Run 1, sequential cells colored by instance or generate block:
(1.5 px per um) Other sequential cells in the stronger gray, the rest of the logic in the fainter gray.
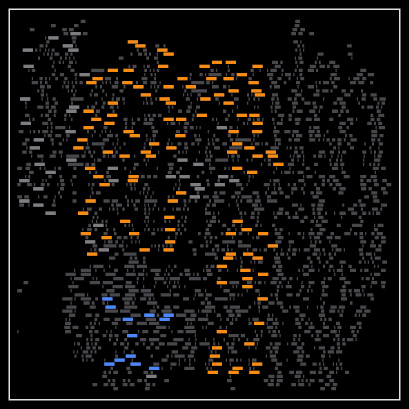
Run 1, track usage over the die:
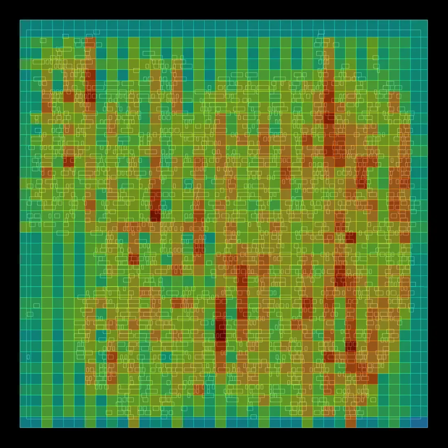
Run 1, zoomed window:
Window x 115 to 145, y 166 to 196 um. Cells in gray, sequential cells in the stronger gray; small squares are vias.
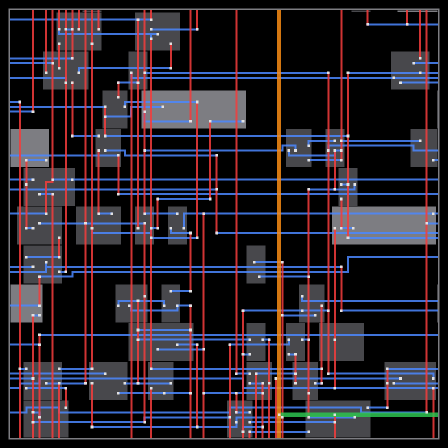
==> config.mk <==
export PLATFORM = sky130hd
export DESIGN_NAME = item_bubble_array
export DESIGN_NICKNAME = d
export VERILOG_FILES = /design/src/rtl/item_pkg.sv /design/src/rtl/ROM_Bubble_wrapper.sv /design/src/rtl/bubble_slot.sv /design/src/rtl/item_bubble_array.sv
export SDC_FILE = /design/constraint.sdc
export NUM_CORES = 1
export LEC_CHECK = 0
export CELL_PAD_IN_SITES_DETAIL_PLACEMENT = 1
export CELL_PAD_IN_SITES_GLOBAL_PLACEMENT = 1
export CORE_MARGIN = 4
export CORE_UTILIZATION = 25
export CTS_BUF_LIST = sky130_fd_sc_hd__clkbuf_4 sky130_fd_sc_hd__clkbuf_8 sky130_fd_sc_hd__clkbuf_16
export CTS_CLUSTER_SIZE = 10
export DETAILED_ROUTE_END_ITERATION = 10
export PLACE_DENSITY = 0.47
export SLEW_MARGIN = 40
export SYNTH_ARGS = -nofsm -noshare
export SYNTH_HDL_FRONTEND = slang
export SYNTH_SLANG_ARGS = --single-unit
==> constraint.sdc <==
create_clock -name clk -period 14.3 [get_ports clk]
set_input_delay 2.86 -clock clk [delete_from_list [all_inputs] [get_ports clk]]
set_output_delay 2.86 -clock clk [all_outputs]
set_load 0.03 [all_outputs]
==> flow_summary.yaml, run 1 <==
# implementation run metrics
run_status:
  run_status: "finished, final reports clean"
synth:
  yosys_cells: 1893
  synthFlopType: "dfxtp_1"
  postSynthCellCount: 1893
  area_of_the_synthesized_netlist_per_yosys_stat_mm2: 0.0158
  synth-seq-area-share_pct: 20.5
  synth.cell_area_mm2: 0.0158
  async_reset_ff_share_pct: 0
  fp_nets: 2274
  synth.distinct_cells: 81
  average_size_of_a_mapped_cell_um2: 8.34
  synth.ff_latch_count: 162
  edf_count: 0
  warning_count_from_the_yosys_run: 0
final_layout:
  n_fill_cell: 7306
  final_common_cell: "ha_1"
  syn_to_final_growth_pct: 14.9
  nets: 2326
  top_layout_cells: "ha_1 (277), inv_1 (205), dfxtp_1 (162)"
  final_area_mm2: 0.0181
  final_layout_size_suffix_gt1_share_pct: 4.24
  insertedDiodeCount: 0
critical_path:
  type_of_the_setup_path_with_the_least_slack: "in2reg"
  critPathMostFrequentCell: "fa_1"
  max_incr_delay_on_cp_ps: 650
  type_of_element_capturing_the_critical_path: "flop"
  worstPathArrival_ps: 13360
  r2r_setup_slack_ps: 3270
  worstRegToRegCells: 40
  crit_slowest_cell: "clkdlybuf4s50_1"
  endpoint_required_time_on_the_critical_path_ps: 14700
  crit_fanout: 13
  timing.critical_path.from_type: "input pin"
clock_network:
  ctsHtreeMaxLevel: 4
  cts_setup_buffers: 0
  cts_made_buffers: 17
  cts_max_path_buffers: 2
  cts_repair_resize_count: 0
  tritoncts: "built"
  worst_skew_pair.late_latency_ps: 460
  clockRootBuffer: "clkbuf_16"
  path_clk_slew_ps: 70
  cts.sinks: 162
  cts.hold.buffers_added: 0
sta:
  drv_slew: 0
  clock.fmax_mhz: 77.2
  maxSlewHeadroom_pct: 44.7
  rsz0062_at_grt: "false"
  setup_viol: 0
  finalClockPeriodUsage_pct: 90.6
  timing.hold.ws_ps: 430
  fin_tns_setup_ps: 0
  hold_violations_final: 0
  final.setup_skew_ps: 10.3
  final.setup.worst_slack_ps: 1340
  period_needed_ps: 12960
  worstMarginPinSlew_ps: 824
min_path:
  min_path_type: "reg2reg"
  worstHoldPathCells: 1
global_routing:
  grt_first_pass_wirelength_um: 86900
  gr-total-overflow: 0
  antenna_found_initial: 0
  grt_pass1_vias: 14600
  grt_start_max_net_pins: 62
route:
  dr_total_vias: 13800
  number_of_remaining_drc_errors: 0
  detail_route.first_pass.iterations: 4
  drt-initial-drc-count: 443
  average_wire_per_standard_cell_um: 20.1
  antenna_left: 0
  via_density: 4.93
  postRouteWirelength_um: 56100
placement:
  post-dp-hpwl_um: 46100
  gp_congestion: 0.828
  placement_stage_worst_setup_slack_ps: 867
  place_area_mm2: 0.0175
  numPortBuffers: 77
die:
  die_height_um: 259
  fp-row-count: 91
  fp-utilization_pct: 25.4
  dieWidth_um: 259
  io_pins: 79
  core_mm2: 0.0621
flow_run:
  maxCapViolations: 0
  warnings: 42
power:
  power_per_cell_area_mw_per_mm2: 139
  report.power.total_mw: 2.52
  ir_worst_vdd_v: 0.000183
  cellLeakagePower_nw: 7.69
Notes on 'sequential cells colored by instance or generate block' above:
[u_rom] blue | placed flops: 12
[g_slot] orange | placed flops: 111
not colored: 39
Final Non-Filler Cells: 2,795
final core utilization: 29.2%
full die area: 0.0672 mm^2

Notes on 'track usage over the die' above:
global-route track usage on met3: 1.57%
overall fraction of global-route tracks in use: 16.8%

Notes on 'zoomed window' above:
[met4] orange
[met3] green
[met2] red
[met1] blue
sequential cells in the window: 2
cells with their middle in the window: 36
most frequent: a21oi_1 (5), nand2_1 (5), xnor2_1 (4)

[run 1: worst max-delay path, delay by kind of cell]
| kind | cells | cell delay, ps |
|---|---|---|
| fa+ha+maj | 10 | 4190 |
| buf+inv | 4 | 890 |
| mux | 1 | 260 |
| compound gates | 13 | 2360 |
| simple gates | 9 | 2780 |
[run 1: cells by family (layout without fill, tap and decap cells)]
| family | count (synthesis) | count (layout) | share of synthesized area [%] |
|---|---|---|---|
| compound gates | 421 | 421 | 17.6 |
| flops | 162 | 162 | 20.5 |
| other cells | 1 | 1 | 0.0238 |
| simple gates | 572 | 572 | 17.8 |
| mux | 27 | 27 | 1.90 |
| buf+inv | 264 | 329 | 6.48 |
| xor+xnor | 108 | 108 | 5.99 |
| fa+ha+maj | 338 | 338 | 29.7 |
[run 1: layout make-up]
type                            instances  area [um^2]  area share (%)
Timing Repair Buffer                   89          858            4.73
Clock inverter                         14          193            1.06
Sequential cell                       162         3240            17.9
Inverter                              208          781            4.31
Clock buffer                           18          439            2.42
Tap cell                              837         1050            5.78
Multi-Input combinational cell       1467        11600            63.8
[run 1: layer usage]
| layer | global-route usage (%) | routed length [um] |
|---|---|---|
| met4 | 4.41 | 1140 |
| met5 | 0 | 0 |
| met2 | 29.3 | 27500 |
| met3 | 1.57 | 1090 |
| met1 | 22.2 | 26300 |
[run 1: metrics by stage]
step,instances,util (%)
final,2795,29.2
after global routing,2795,29.2
after CTS,2795,29.2
after detailed placement,2763,28.2
after global placement,2763,28.1
after floorplan,1893,-
[run 1: report_power, final]
part           internal (mW)  switching (mW)  total (mW)
clock                  0.286           0.220       0.506
sequential             0.482          0.0155       0.498
combinational          0.662           0.851        1.51
[run 1: synth_stat cells, types with 22 or more instances]
| library cell | instances | area, um^2 |
|---|---|---|
| dfxtp_1 | 162 | 3240 |
| xnor2_1 | 87 | 762 |
| clkbuf_1 | 44 | 165 |
| o211ai_1 | 32 | 240 |
| nand2b_1 | 25 | 156 |
| a211oi_1 | 38 | 285 |
| nor2_1 | 134 | 503 |
| a21oi_1 | 139 | 696 |
| a21o_1 | 25 | 188 |
| nand2_1 | 154 | 578 |
| inv_1 | 205 | 769 |
| o21ai_0 | 58 | 290 |
| nor3_1 | 48 | 240 |
| fa_1 | 61 | 1220 |
| nand3_1 | 55 | 275 |
| nand4_1 | 22 | 138 |
| nor2b_1 | 22 | 138 |
| ha_1 | 277 | 3470 |
| and2_1 | 26 | 163 |
Run 1, M1 wires:
(1.5 px per um) Supply wires on this layer in gray.
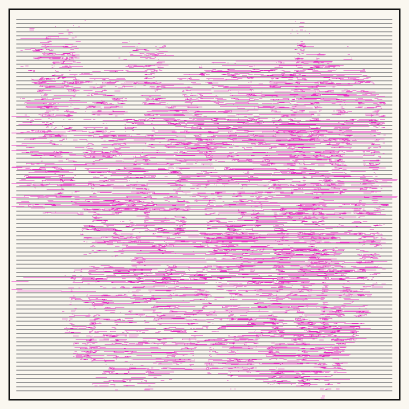

--- run 2 (diff from run 1) ---
- CTS_CLUSTER_SIZE: 10 -> 28
- SLEW_MARGIN: 40 -> 20
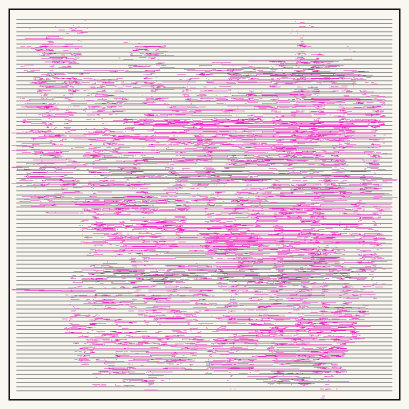
Run 2: M1 wires
(1.5 px per um) Supply wires on this layer in gray.
wire length on this layer: 26.6 mm
main direction: horizontal
nets with wire on the layer: 2,194
share of all routed wire: 47%
longest straight run: 126 um
DR vias: 13,700
M1 GR Usage: 22.2%
total wire length after detailed routing: 56,000 um

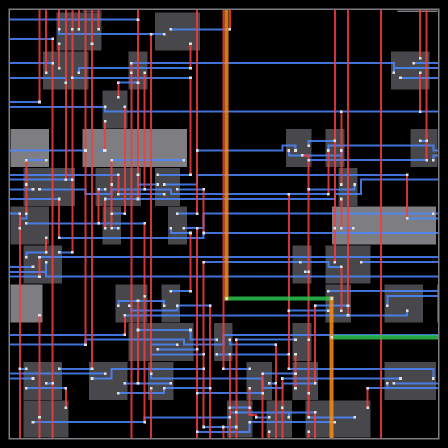
Run 2: zoomed window
Window x 115 to 145, y 166 to 196 um. Cells in gray, sequential cells in the stronger gray; small squares are vias.

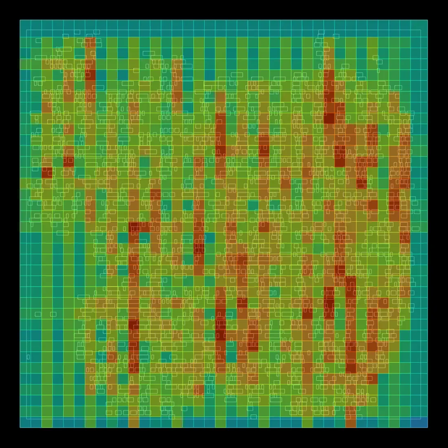
Run 2: track usage over the die
GR Layer Usage met2: 29.3%
global-route track usage on met3: 1.60%
average wire per standard cell: 20.1 um
overall fraction of global-route tracks in use: 16.8%
global routing's busiest layer: met2

==> run 2 against run 1 <==
Final area decreased by 0.17%. Wire length about the same. Synthesized cell count unchanged. Synthesized area unchanged. Sequential power about the same. Worst setup slack improved by 22 ps. Count of clock-buffer cells in the layout unchanged. Global-route usage about the same.
==> flow_summary.yaml, run 2 <==
# implementation run metrics
critical_path:
  worstPathArrival_ps: 13330
  crit_slowest_cell: "clkdlybuf4s50_1"
  critPathMostFrequentCell: "fa_1"
  max_incr_delay_on_cp_ps: 680
  endpoint_required_time_on_the_critical_path_ps: 14690
  r2r_setup_slack_ps: 3250
  crit_fanout: 13
  timing.critical_path.from_type: "input pin"
  worstRegToRegCells: 40
  type_of_element_capturing_the_critical_path: "flop"
  type_of_the_setup_path_with_the_least_slack: "in2reg"
sta:
  clock.fmax_mhz: 77.3
  maxSlewHeadroom_pct: 27.9
  worstMarginPinSlew_ps: 1080
  rsz0062_at_grt: "false"
  finalClockPeriodUsage_pct: 90.5
  period_needed_ps: 12940
  hold_violations_final: 0
  final.setup_skew_ps: 11.7
  fin_tns_setup_ps: 0
  timing.hold.ws_ps: 427
  drv_slew: 0
  setup_viol: 0
final_layout:
  final_common_cell: "ha_1"
  syn_to_final_growth_pct: 14.7
  nets: 2326
  n_fill_cell: 7304
  final_layout_size_suffix_gt1_share_pct: 4.03
  insertedDiodeCount: 0
die:
  fp-row-count: 91
  io_pins: 79
  core_mm2: 0.0621
  die_area_mm2: 0.0672
  fp-utilization_pct: 25.4
  die_height_um: 259
  dieWidth_um: 259
synth:
  synth-seq-area-share_pct: 20.5
  fp_nets: 2274
  synth.cells.most_frequent: "ha_1 (277), inv_1 (205), dfxtp_1 (162), nand2_1 (154), a21oi_1 (139)"
  synth.distinct_cells: 81
  postSynthCellCount: 1893
  async_reset_ff_share_pct: 0
  synthFlopType: "dfxtp_1"
  yosys.cell_count.top_type: "ha_1"
  synth.area.top_cells: "ha_1 (22%), dfxtp_1 (21%), fa_1 (7.7%)"
  synth.cell_area_mm2: 0.0158
  yosys_cells: 1893
  synthDominantAreaCellType: "ha_1"
  edf_count: 0
  synth.ff_latch_count: 162
  netlist.area_leader.share_pct: 22.0
  average_size_of_a_mapped_cell_um2: 8.34
  warning_count_from_the_yosys_run: 0
  area_of_the_synthesized_netlist_per_yosys_stat_mm2: 0.0158
clock_network:
  cts_setup_buffers: 0
  clockRootBuffer: "clkbuf_16"
  ctsHtreeMaxLevel: 4
  cts.hold.buffers_added: 0
  cts_repair_resize_count: 0
  worst_skew_pair.late_latency_ps: 460
  cts_max_path_buffers: 2
  cts.sinks: 162
  cts_made_buffers: 17
  tritoncts: "built"
  path_clk_slew_ps: 70
placement:
  gp_congestion: 0.828
  numPortBuffers: 77
  post-dp-hpwl_um: 46000
run_status:
  run_status: "finished, final reports clean"
power:
  power_per_cell_area_mw_per_mm2: 139
  ir_worst_vdd_v: 0.000181
  cellLeakagePower_nw: 7.69
route:
  number_of_remaining_drc_errors: 0
  drt-initial-drc-count: 524
  via_density: 4.91
  detail_route.first_pass.iterations: 4
  antenna_left: 0
global_routing:
  gr-total-overflow: 0
  grt_start_max_net_pins: 62
  grt_pass1_vias: 14500
  antenna_found_initial: 0
  grt_first_pass_wirelength_um: 86900
flow_run:
  maxCapViolations: 0
  warnings: 42
min_path:
  min_path_type: "reg2reg"
  worstHoldPathCells: 1
run 2: final cells by class:
class                   count  area, um^2  area share [%]
multi-input cells        1467       11500            63.8
flip-flops and latches    162        3240            17.9
well taps                 837        1050            5.79
repair buffers             89         858            4.74
inverters                 208         781            4.31
clock buffers              18         439            2.43
clock inverters            14         189            1.04
run 2: layer usage:
layer / GRT usage, % / vias to the layer above / routed length [um]
met5: 0 / - / 0
met4: 4.29 / 0 / 1070
met1: 22.2 / 6758 / 26600
met3: 1.60 / 43 / 991
met2: 29.3 / 134 / 27400
li1: - / 6775 / -
run 2: cell families after synthesis:
kind of cell / count (synthesis) / synth area share, %
AND-OR/OR-AND: 421 / 17.6
XOR/XNOR: 108 / 5.99
adder cells (fa/ha/maj): 338 / 29.7
buffers and inverters: 264 / 6.48
flip-flops: 162 / 20.5
multiplexers: 27 / 1.90
other: 1 / 0.0238
AND/OR/NAND/NOR: 572 / 17.8
run 2: through the flow:
step	total power [mW]	util [%]	worst slack [ps]	instances	cell area (um^2)
global route	2.79	29.2	650	2795	18100
global placement	2.05	28.1	959	2763	17500
finish	2.52	29.2	1360	2795	18100
CTS	2.59	29.2	1310	2795	18100
floorplan	1.68	-	2230	1893	15800
detailed placement	2.05	28.1	843	2763	17500
run 2: critical path: cells and delay by family:
kind	cells	cell delay, ps
adders and majority gates	10	4140
and+or+nand+nor	10	2950
muxes	1	260
AOI/OAI and AO/OA	12	2190
buffers and inverters	4	930
run 2: power breakdown:
part / total (mW) / switching, mW / internal, mW
combinational: 1.51 / 0.851 / 0.663
clock: 0.504 / 0.218 / 0.286
sequential: 0.498 / 0.0157 / 0.482
Power is estimated from default activity; no workload was simulated.
